power_grid.png
Scale bar: 20 um. Pins as bars on the die edge.
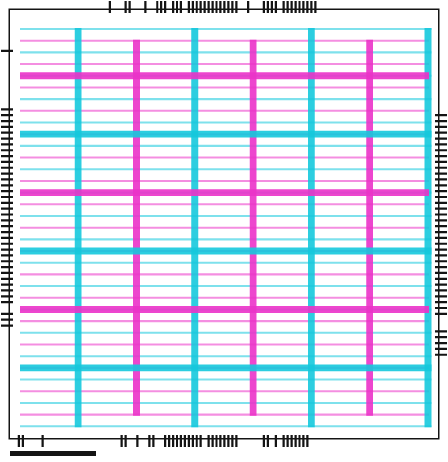
placement_by_type.png
Scale bar: 20 um.
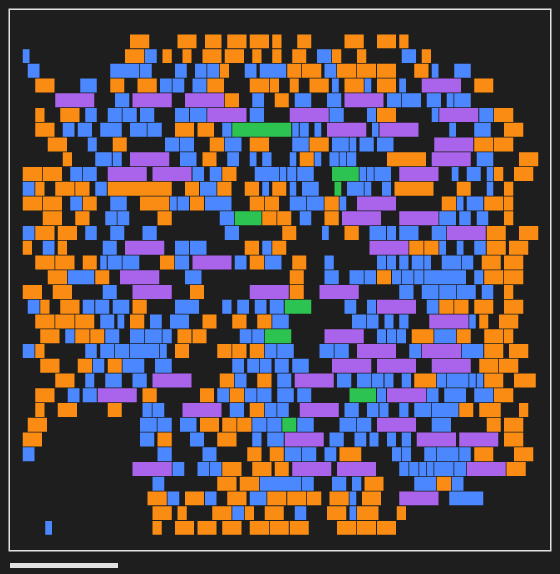
[src/rtl/cp0.sv]
// Coprocessor-0 interrupt/exception controller: SR, Cause, EPC and PrID registers,
// hardware interrupt sampling and handler-entry decision for the pipeline.
module cp0 #(
  parameter logic [31:0] PRID = 32'h0000_7001
) (
  input  logic        clk,
  input  logic        rst,
  input  logic [4:0]  addr,
  input  logic        write_enable,
  input  logic [31:0] write_data,
  output logic [31:0] read_result,
  input  logic [5:0]  hw_int,
  input  logic        exc_valid,
  input  logic [4:0]  exc_code,
  input  logic [31:0] pc,
  input  logic        in_delay_slot,
  input  logic        eret,
  output logic        int_req,
  output logic [31:0] epc
);

  localparam logic [4:0] ADDR_SR    = 5'd12;
  localparam logic [4:0] ADDR_CAUSE = 5'd13;
  localparam logic [4:0] ADDR_EPC   = 5'd14;
  localparam logic [4:0] ADDR_PRID  = 5'd15;

  logic [5:0]  im;
  logic        exl;
  logic        ie;
  logic        bd;
  logic [5:0]  ip;
  logic [4:0]  exc_code_reg;
  logic [31:0] epc_reg;

  logic        int_pending;
  logic [31:0] victim_pc;
  logic [31:0] sr_value;
  logic [31:0] cause_value;

  // Pending interrupts look at the raw lines so the request is zero-latency.
  assign int_pending = (|(hw_int & im)) & ie & ~exl;
  assign int_req     = (int_pending | exc_valid) & ~exl;
  assign victim_pc   = in_delay_slot ? (pc - 32'd4) : pc;
  assign epc         = epc_reg;

  assign sr_value    = {16'h0000, im, 8'h00, exl, ie};
  assign cause_value = {bd, 15'h0000, ip, 3'b000, exc_code_reg, 2'b00};

  always_ff @(posedge clk) begin
    if (rst) begin
      im           <= 6'h00;
      exl          <= 1'b0;
      ie           <= 1'b0;
      bd           <= 1'b0;
      ip           <= 6'h00;
      exc_code_reg <= 5'd0;
      epc_reg      <= 32'h0000_0000;
    end else begin
      ip <= hw_int;
      if (int_req) begin
        exl          <= 1'b1;
        bd           <= in_delay_slot;
        epc_reg      <= {victim_pc[31:2], 2'b00};
        exc_code_reg <= int_pending ? 5'd0 : exc_code;
      end else begin
        if (write_enable) begin
          if (addr == ADDR_SR) begin
            im  <= write_data[15:10];
            exl <= write_data[1];
            ie  <= write_data[0];
          end else if (addr == ADDR_EPC) begin
            epc_reg <= {write_data[31:2], 2'b00};
          end
        end
        // Placed after the write so eret wins over an SR write on the same edge.
        if (eret) begin
          exl <= 1'b0;
        end
      end
    end
  end

  always_comb begin
    read_result = 32'h0000_0000;
    case (addr)
      ADDR_SR:    read_result = sr_value;
      ADDR_CAUSE: read_result = cause_value;
      ADDR_EPC:   read_result = epc_reg;
      ADDR_PRID:  read_result = PRID;
      default:    read_result = 32'h0000_0000;
    endcase
  end

endmodule

[config.mk]
export PLATFORM = sky130hd
export DESIGN_NAME = cp0
export DESIGN_NICKNAME = d
export VERILOG_FILES = /design/src/rtl/cp0.sv
export SDC_FILE = /design/constraint.sdc
export NUM_CORES = 1
export LEC_CHECK = 0
export CAP_MARGIN = 20
export CORE_MARGIN = 2
export CORE_UTILIZATION = 35
export CTS_CLUSTER_DIAMETER = 50
export DETAILED_ROUTE_END_ITERATION = 10
export PLACE_DENSITY = 0.73
export REMOVE_ABC_BUFFERS = 1
export SLEW_MARGIN = 0
export SYNTH_ARGS = -nofsm -noshare
export SYNTH_HDL_FRONTEND = slang
export SYNTH_SLANG_ARGS = --single-unit
[constraint.sdc]
create_clock -name clk -period 2.4 [get_ports clk]
set_input_delay 0.48 -clock clk [delete_from_list [all_inputs] [get_ports clk]]
set_output_delay 0.48 -clock clk [all_outputs]
set_load 0.02 [all_outputs]
==> impl_metrics.ini <==
; implementation run metrics
[critical_path]
critPathLaunchType = input pin
worstSetupPathType = input pin to flip-flop
cpMostUsedCell = sky130_fd_sc_hd__or4b_4
reg2reg_from = im[4]$_SDFFE_PP0P_
timing.reg2reg.worst_path_depth = 6
cp_slowest_stage_delay_ns = 0.55

[yosys]
yosys.cell_count.top_type = sky130_fd_sc_hd__dfxtp_1
syn_avg_cell_area_um2 = 8.06
cell_area_after_synthesis_um2 = 3200
synth_flop_count = 50
postSynthSeqShare_pct = 31.3

[grt]
grt_pass1_vias = 4013
grt_pass1_wl_um = 19700

[min_path]
worst_hold_path.num_cells = 2

[timing]
setup_slack_ns = 0.0361
tightest_slew_ns = 0.624

[placed_design]
dp_hpwl_um = 9370
place.detailed.instances = 693
gp_congestion = 0.884
dp_slack_ns = -0.710

[floorplan]
row_count = 34
chipArea_um2 = 9930

[power]
p_total_mw = 2.16
power.static_leakage_nw = 2.17
power-per-cell-area_nw_per_um2 = 400

[layout]
insertedDiodeCount = 0

[clock_tree]
clock_sinks = 50

[run_status]
run_status = completed

[drt]
detailroute.via_count = 4025
Notes on power_grid.png above:
legend:
  magenta:
    net: VDD
  cyan:
    net: VSS
met1 rails: 35
signal pins: 151

Notes on placement_by_type.png above:
legend:
  orange:
    class: other buffers and delay cells
    cells: 232
    share_of_their_area: 38%
  purple:
    class: flops
    cells: 50
    share_of_their_area: 19%
  green:
    class: clock drivers and dummy loads
    cells: 8
    share_of_their_area: 2.1%
  blue:
    class: combinational and other logic
    cells: 307
    share_of_their_area: 40%

==> worst max path at each step <==
stage                      endpoint  depth (start not counted)
2_1_floorplan  epc[14]$_SDFFE_PP0P_                          5
3_5_place_dp   epc[30]$_SDFFE_PP0P_                          6
3_3_place_gp   epc[30]$_SDFFE_PP0P_                          6
5_1_grt             read_result[15]                          7
4_1_cts             read_result[23]                          6
6_report       epc[26]$_SDFFE_PP0P_                          6
==> layout make-up <==
class / count / area (um^2)
Clock buffer: 6 / 72.6
Clock inverter: 2 / 37.5
Fill cell: 762 / 3420
Inverter: 5 / 20.0
Multi-Input combinational cell: 302 / 2110
Sequential cell: 50 / 1000
Tap cell: 108 / 135
Timing Repair Buffer: 232 / 2020
==> metal layers <==
layer / part of all wire, % / track usage [%] / wire (um)
met5: 0 / 0 / 0
met4: 0.79 / 4.00 / 97
met3: 5.8 / 3.87 / 714
met2: 51 / 43.9 / 6290
met1: 42 / 30.1 / 5220
==> worst max-delay path: cells and delay by family <==
| kind | cells | cell delay, ns |
|---|---|---|
| AOI/OAI and AO/OA | 1 | 0.28 |
| buffers and inverters | 2 | 0.25 |
| and+or+nand+nor | 3 | 1.56 |
==> what timing repair did <==
item                       4_1_cts  5_1_grt
setup buffers                    3        0
hold endpoints to repair         0        0
resized                         99       45
pin swaps                        7        5
cloned                           1        0
hold buffers                     0        0
setup endpoints to repair       51       39
==> cell families (layout without fill, tap and decap cells) <==
kind of cell	after synthesis	in the layout	synth area share (%)
simple gates	163	163	29.7
fa+ha+maj	1	1	0.391
mux	6	6	1.99
other cells	1	2	0.117
flops	50	50	31.3
buf+inv	46	245	5.86
compound gates	120	120	27.9
xor+xnor	10	10	2.74
==> power groups by stage <==
stage / registers [mW] / clock network [mW] / logic [mW]
floorplan: 0.977 / 0 / 0.176
global placement: 0.940 / 0 / 0.613
detailed placement: 0.942 / 0 / 0.623
CTS: 0.924 / 0.615 / 0.623
global route: 0.930 / 0.641 / 0.676
finish: 0.924 / 0.601 / 0.632
==> layout by cell type (no fill, tap or decap), drive strengths merged, types with 4 or more instances in the layout <==
| cell | synthesis | layout |
|---|---|---|
| clkdlybuf4s50 | 0 | 105 |
| a21oi | 14 | 14 |
| xor2 | 4 | 4 |
| a311oi | 22 | 22 |
| o31ai | 14 | 14 |
| and3 | 45 | 45 |
| buf | 7 | 97 |
| nor2 | 24 | 24 |
| or3 | 14 | 14 |
| clkdlybuf4s15 | 0 | 6 |
| or4 | 13 | 13 |
| a32oi | 5 | 5 |
| nor3 | 4 | 4 |
| a22oi | 6 | 6 |
| nor4 | 6 | 6 |
| inv | 4 | 4 |
| a211oi | 32 | 32 |
| nand3 | 15 | 15 |
| o21ai | 13 | 13 |
| nand2 | 13 | 13 |
| dfxtp | 50 | 50 |
| clkbuf | 34 | 26 |
| xnor2 | 6 | 6 |
| nor2b | 9 | 9 |
No activity file was given, so power comes from the tool's default toggle rates.
